<file path="src/rtl/stream_pixel_unpacker_if.sv">
// Pixel stream bundle: 32-bit input beats with tkeep/tlast/tuser framing on one side,
// and 24-bit RGB plus coordinates and frame flags with a valid/ready handshake on the other.
interface stream_pixel_unpacker_if #(
    parameter int CW = 12
);
    logic [31:0]   in_stream_data;
    logic          in_stream_valid;
    logic          in_stream_ready;
    logic [3:0]    in_stream_tkeep;
    logic          in_stream_tlast;
    logic          in_stream_tuser;
    logic [23:0]   rgb;
    logic          valid_out;
    logic          ready_out;
    logic [CW-1:0] x;
    logic [CW-1:0] y;
    logic          first;
    logic          lastx;
    logic          lasty;

    modport slave (
        input  in_stream_data, in_stream_valid, in_stream_tkeep, in_stream_tlast, in_stream_tuser,
        input  ready_out,
        output in_stream_ready,
        output rgb, valid_out, x, y, first, lastx, lasty
    );

    modport master (
        output in_stream_data, in_stream_valid, in_stream_tkeep, in_stream_tlast, in_stream_tuser,
        output ready_out,
        input  in_stream_ready,
        input  rgb, valid_out, x, y, first, lastx, lasty
    );
endinterface

</file>
<file path="src/rtl/stream_pixel_unpacker.sv">
// Unpacks RGB pixel beats and tags them with x/y and frame flags; one register stage, latency 1.
// Input stalls only while an ACTIVE output pixel is held by ready_out=0; IDLE always accepts.
module stream_pixel_unpacker #(
    parameter int WIDTH  = 640,
    parameter int HEIGHT = 480,
    parameter int CW     = 12
) (
    input  logic                    clk,
    input  logic                    reset,
    stream_pixel_unpacker_if.slave  s,
    output logic [15:0]             frame_count,
    output logic [3:0]              err,
    input  logic                    clr_err
);
    typedef enum logic {IDLE, ACTIVE} state_t;

    localparam logic [CW-1:0] XMAX = CW'(WIDTH - 1);
    localparam logic [CW-1:0] YMAX = CW'(HEIGHT - 1);

    state_t        state;
    logic [CW-1:0] cx, cy;
    logic [CW-1:0] px, py;
    logic          accept, emit, at_xmax, at_ymax, line_end, sof_mid;
    logic [3:0]    err_set;
    logic          unused_pad;

    assign unused_pad = ^s.in_stream_data[7:0];

    assign s.in_stream_ready = reset && ((state == IDLE) || !s.valid_out || s.ready_out);
    assign accept   = s.in_stream_valid && s.in_stream_ready;
    assign emit     = accept && ((state == ACTIVE) || s.in_stream_tuser);

    // A tuser beat always restarts the coordinate space, whether it opens a frame or interrupts one.
    assign px       = s.in_stream_tuser ? '0 : cx;
    assign py       = s.in_stream_tuser ? '0 : cy;
    assign at_xmax  = (px == XMAX);
    assign at_ymax  = (py == YMAX);
    assign line_end = at_xmax || s.in_stream_tlast;
    assign sof_mid  = (state == ACTIVE) && s.in_stream_tuser && ((cx != '0) || (cy != '0));

    assign err_set[0] = emit && s.in_stream_tlast && !at_xmax;
    assign err_set[1] = emit && at_xmax && !s.in_stream_tlast;
    assign err_set[2] = emit && sof_mid;
    assign err_set[3] = accept && (s.in_stream_tkeep != 4'hF);

    always_ff @(posedge clk or negedge reset) begin
        if (!reset) begin
            state       <= IDLE;
            cx          <= '0;
            cy          <= '0;
            s.valid_out <= 1'b0;
            s.rgb       <= '0;
            s.x         <= '0;
            s.y         <= '0;
            s.first     <= 1'b0;
            s.lastx     <= 1'b0;
            s.lasty     <= 1'b0;
            frame_count <= '0;
            err         <= '0;
        end else begin
            err <= (clr_err ? 4'h0 : err) | err_set;
            if (emit) begin
                s.valid_out <= 1'b1;
                s.rgb       <= s.in_stream_data[31:8];
                s.x         <= px;
                s.y         <= py;
                s.first     <= (px == '0) && (py == '0);
                s.lastx     <= at_xmax;
                s.lasty     <= at_ymax;
                if (line_end) begin
                    cx <= '0;
                    if (at_ymax) begin
                        cy          <= '0;
                        frame_count <= frame_count + 16'd1;
                        state       <= IDLE;
                    end else begin
                        cy    <= py + 1'b1;
                        state <= ACTIVE;
                    end
                end else begin
                    cx    <= px + 1'b1;
                    cy    <= py;
                    state <= ACTIVE;
                end
            end else if (s.valid_out && s.ready_out) begin
                s.valid_out <= 1'b0;
            end
        end
    end
endmodule

</file>
<file path="src/flat_wrapper.sv">
// flat-port wrapper written by rule: the top's interface ports become plain ports
module stream_pixel_unpacker_flat 
#(
    parameter int WIDTH  = 640,
    parameter int HEIGHT = 480,
    parameter int CW     = 12
)
  (clk, reset, frame_count, err, clr_err, s_in_stream_data, s_in_stream_valid, s_in_stream_tkeep, s_in_stream_tlast, s_in_stream_tuser, s_ready_out, s_in_stream_ready, s_rgb, s_valid_out, s_x, s_y, s_first, s_lastx, s_lasty);
  stream_pixel_unpacker_if #(.CW(CW)) s_i ();
  input  logic clk;
  input  logic reset;
  output logic [15:0] frame_count;
  output logic [3:0] err;
  input  logic clr_err;
  input wire logic [$bits(s_i.in_stream_data)-1:0] s_in_stream_data;
  input wire logic [$bits(s_i.in_stream_valid)-1:0] s_in_stream_valid;
  input wire logic [$bits(s_i.in_stream_tkeep)-1:0] s_in_stream_tkeep;
  input wire logic [$bits(s_i.in_stream_tlast)-1:0] s_in_stream_tlast;
  input wire logic [$bits(s_i.in_stream_tuser)-1:0] s_in_stream_tuser;
  input wire logic [$bits(s_i.ready_out)-1:0] s_ready_out;
  output wire logic [$bits(s_i.in_stream_ready)-1:0] s_in_stream_ready;
  output wire logic [$bits(s_i.rgb)-1:0] s_rgb;
  output wire logic [$bits(s_i.valid_out)-1:0] s_valid_out;
  output wire logic [$bits(s_i.x)-1:0] s_x;
  output wire logic [$bits(s_i.y)-1:0] s_y;
  output wire logic [$bits(s_i.first)-1:0] s_first;
  output wire logic [$bits(s_i.lastx)-1:0] s_lastx;
  output wire logic [$bits(s_i.lasty)-1:0] s_lasty;
  assign s_i.in_stream_data = s_in_stream_data;
  assign s_i.in_stream_valid = s_in_stream_valid;
  assign s_i.in_stream_tkeep = s_in_stream_tkeep;
  assign s_i.in_stream_tlast = s_in_stream_tlast;
  assign s_i.in_stream_tuser = s_in_stream_tuser;
  assign s_i.ready_out = s_ready_out;
  assign s_in_stream_ready = s_i.in_stream_ready;
  assign s_rgb = s_i.rgb;
  assign s_valid_out = s_i.valid_out;
  assign s_x = s_i.x;
  assign s_y = s_i.y;
  assign s_first = s_i.first;
  assign s_lastx = s_i.lastx;
  assign s_lasty = s_i.lasty;
  stream_pixel_unpacker #(.WIDTH(WIDTH), .HEIGHT(HEIGHT), .CW(CW)) u_core (.clk(clk), .reset(reset), .s(s_i), .frame_count(frame_count), .err(err), .clr_err(clr_err));
endmodule
</file>
<file path="config.mk">
export PLATFORM = sky130hd
export DESIGN_NAME = stream_pixel_unpacker_flat
export DESIGN_NICKNAME = d
export VERILOG_FILES = /design/src/rtl/stream_pixel_unpacker_if.sv /design/src/rtl/stream_pixel_unpacker.sv /design/src/flat_wrapper.sv
export SDC_FILE = /design/constraint.sdc
export NUM_CORES = 1
export LEC_CHECK = 0
export CAP_MARGIN = 10
export CORE_ASPECT_RATIO = 0.75
export CORE_UTILIZATION = 50
export DETAILED_ROUTE_END_ITERATION = 10
export GPL_TIMING_DRIVEN = 0
export PLACE_DENSITY = 0.81
export SLEW_MARGIN = 20
export SYNTH_ARGS = -nofsm -noshare
export SYNTH_HDL_FRONTEND = slang
export SYNTH_SLANG_ARGS = --single-unit
</file>
<file path="constraint.sdc">
create_clock -name clk -period 2.9 [get_ports clk]
set_clock_uncertainty 0.1 [all_clocks]
set_input_delay 0.435 -clock clk [delete_from_list [all_inputs] [get_ports clk]]
set_output_delay 0.435 -clock clk [all_outputs]
set_load 0.03 [all_outputs]
</file>
==> images/port_trees.png <==
Bar = 20 um.
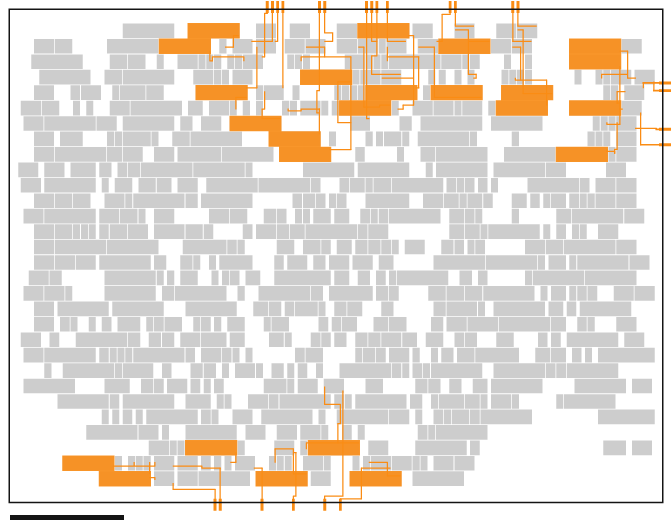
| port | color | bits | direction | end cells | buffers | wire |
|---|---|---|---|---|---|---|
| s_rgb | orange | 24 | output | 24 | 24 | 551 um |
Ports: 116
PortBufs: 107

==> images/class_map.png <==
Fill, decap, tap and diode cells in gray.
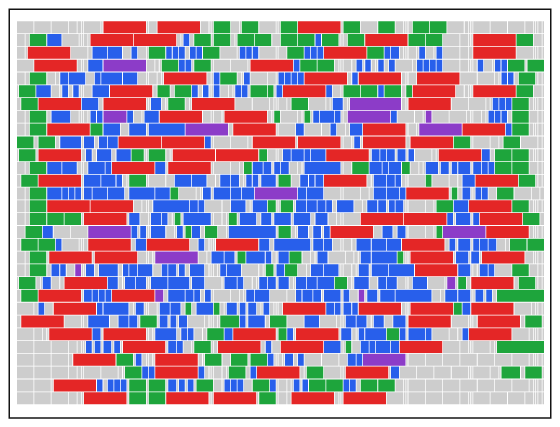
| class | color | cells | share of their area |
|---|---|---|---|
| remaining logic cells | blue | 371 | 36% |
| clock drivers and dummy loads | purple | 16 | 4.6% |
| remaining buffers and delay cells | green | 145 | 21% |
| registers | red | 97 | 39% |
core box area: 0.00916 sq mm
Rows: 30
post-layout util: 0.704
design area: 0.00644 sq mm
Seq/total area: 0.377

==> metal layers <==
layer  up-vias  part of all wire  GRT usage
met5         -                 0          0
met4         0             0.015     0.0933
met3        26             0.089     0.0734
met2       182              0.45      0.415
met1      2089              0.45      0.373
li1       1992                 -          -
==> cell families (layout without fill, tap and decap cells) <==
| family | Yosys count | count (layout) | share of synthesized area |
|---|---|---|---|
| AOI/OAI and AO/OA | 98 | 98 | 0.144 |
| DFF | 97 | 97 | 0.508 |
| xor gates and xnor gates | 17 | 17 | 0.0312 |
| adders and majority gates | 5 | 5 | 0.0131 |
| muxes | 5 | 5 | 0.0110 |
| and+or+nand+nor | 223 | 223 | 0.246 |
| buffers and inverters | 52 | 184 | 0.0461 |
==> flow_metrics.env <==
# physical design summary
export IMPL_arrival_ns=2.90
export IMPL_cp_num_cells=13
export IMPL_syn2layout_area_growth_pct=35.0
export IMPL_ys_types=60
export IMPL_r2r_end="u_core.cy[4]$_DFFE_PN0P_"
export IMPL_htreeDepth=3
export IMPL_n_antenna_cell=0
export IMPL_setup_worst_path_start="s_in_stream_tuser"
export IMPL_fp_nets=545
export IMPL_ys_cells=497
export IMPL_finalSetupTns_ns=0
export IMPL_largest_reg_flops=24
export IMPL_cts_root_buf="clkbuf_16"
export IMPL_die_w_um=115
export IMPL_p_int_mw=2.58
export IMPL_r2r_setup_slack_ns=0.47
export IMPL_whs_ns=0.372
export IMPL_grt_pass1_wl_um=20600
export IMPL_top_register="u_core.s.rgb"
export IMPL_area_leaders="dfrtp_1 (51%), nand2_1 (9.9%), o21ai_0 (4.5%)"
export IMPL_die_h_um=86.6
export IMPL_dp_cells=733
export IMPL_fill_cells=721
export IMPL_synth_area_per_cell_sq_um=9.61
export IMPL_grt_overflow=0
export IMPL_synth_seq_share=0.508
export IMPL_post_route_period_util=0.955
export IMPL_cp_start_kind="primary input"
export IMPL_lay_top_cells="nand2_1 (126), clkdlybuf4s50_1 (105), dfrtp_1 (97)"
export IMPL_first_iter_violations=372
export IMPL_taps=128
export IMPL_logic_area_sq_mm=0.00215
export IMPL_crit_path_max_fanout=10
export IMPL_synth_warnings=0
export IMPL_finalWirelength_um=12900
export IMPL_crit_top_cell="buf_2"
export IMPL_grt_max_degree=53
export IMPL_cp_endpoint="u_core.frame_count[4]$_DFFE_PN0P_"
export IMPL_fin_nets=672
export IMPL_maxCapViolCount=0
export IMPL_hold_start="u_core.s.rgb[0]$_DFFE_PN0P_"
export IMPL_crit_slowest_cell="clkdlybuf4s15_2"
export IMPL_finalHoldViolCount=0
export IMPL_slew_headroom=0.656
export IMPL_status="finished, final reports clean"
export IMPL_clk_share=0.0450
export IMPL_final_common_cell="nand2_1"
export IMPL_warning_count=36
export IMPL_maxSlewViolCount=0
export IMPL_avgViaCountPerCell=5.67
export IMPL_post_cts_buffers=1
export IMPL_buffer_area_frac=0.206
export IMPL_pg_comb_mw=0.964
export IMPL_drcViolationCount=0
export IMPL_p_per_area_mw_per_mm2=585
export IMPL_hp_class="reg -> reg"
export IMPL_floorplan_core_util=0.521
export IMPL_clockPowerShare=0.312
export IMPL_clk_path_buf_depth=2
export IMPL_dp_slack_ns=-0.980
export IMPL_power_top_consumer="sequential cells"
export IMPL_fin_total_pwr_mw=3.77
export IMPL_crit_required_ns=3.03
export IMPL_dr_pass1_iters=5
export IMPL_syn_inst=497
export IMPL_path_cells="clkdlybuf4s15_2 -> buf_4 -> buf_2 -> nor2b_1 -> ha_2 -> and3_1 -> buf_2 -> and4_1 -> buf_2 -> o211ai_4 -> buf_4 -> nor3_2 -> xor2_1"
export IMPL_postCtsHoldBufs=2
export IMPL_top_regs="u_core.s.rgb: 24 flops, u_core.frame_count: 16 flops"
export IMPL_path_delay_family="buffers and inverters"
export IMPL_drive_above_1_share=0.110
export IMPL_syn_area_sq_mm=0.00477
export IMPL_sw_frac_of_total=0.314
export IMPL_ys_ff=97
export IMPL_switching_power_mw=1.18
export IMPL_grt_usage=0.271
export IMPL_cts_sinks=97
export IMPL_endpoint_kind="register"
export IMPL_antenna_found_initial=0
export IMPL_largest_cell_class="flip-flops and latches"
export IMPL_flops=97
export IMPL_synth_edff_count=0
export IMPL_period_needed_ns=2.77
export IMPL_p_seq_mw=1.63
export IMPL_nClkBuffers=13
export IMPL_nNonClkBuffers=145
export IMPL_path_class="in -> reg"
export IMPL_ys_chip_area_sq_mm=0.00477
export IMPL_dpl_hpwl_um=9120
export IMPL_die_area_sq_mm=0.00995
export IMPL_final_seq_area_sq_mm=0.00243
export IMPL_top_cell="nand2_1"
export IMPL_wl_per_cell_um=17.0
export IMPL_finalNonFillerCells=757
export IMPL_async_flop_share=1.00
export IMPL_multi_input_comb_cells=348
export IMPL_peakVddDrop_mv=0.339
export IMPL_leakagePower_nw=2.84
export IMPL_numCtsBuffers=9
export IMPL_fmax_ghz=0.361
export IMPL_hold_path_endpoint="u_core.s.rgb[0]$_DFFE_PN0P_"
export IMPL_power_frac_seq=0.432
export IMPL_clk_latency_ns=0.34
export IMPL_reg2reg_from="u_core.cx[0]$_DFFE_PN0P_"
export IMPL_path_buffers=6
export IMPL_cts_clk_slew_worst_paths_ns=0.06
export IMPL_common_cells="nand2_1 (126), dfrtp_1 (97), o21ai_0 (43)"
export IMPL_critPathMaxStageDelay_ns=0.29
export IMPL_finalSetupViolCount=0
export IMPL_pg_clk_mw=1.18
export IMPL_largest_area_cell="dfrtp_1"
export IMPL_tightestPinTransition_ns=0.515
export IMPL_cts_tree="built"
export IMPL_flop_cell="dfrtp_1"
export IMPL_rr_worst_depth=9
export IMPL_comb_cell_share=0.334
export IMPL_combPwrFrac=0.256
export IMPL_ant_nets=0
export IMPL_cts_resized_gates=5
export IMPL_placed_cell_area_sq_mm=0.00603
export IMPL_top_cell_area_share=0.508
export IMPL_inverters_excl_clock=23
export IMPL_min_path_cells=2
export IMPL_timing_final_ws_setup_ns=0.130
export IMPL_vias=4289
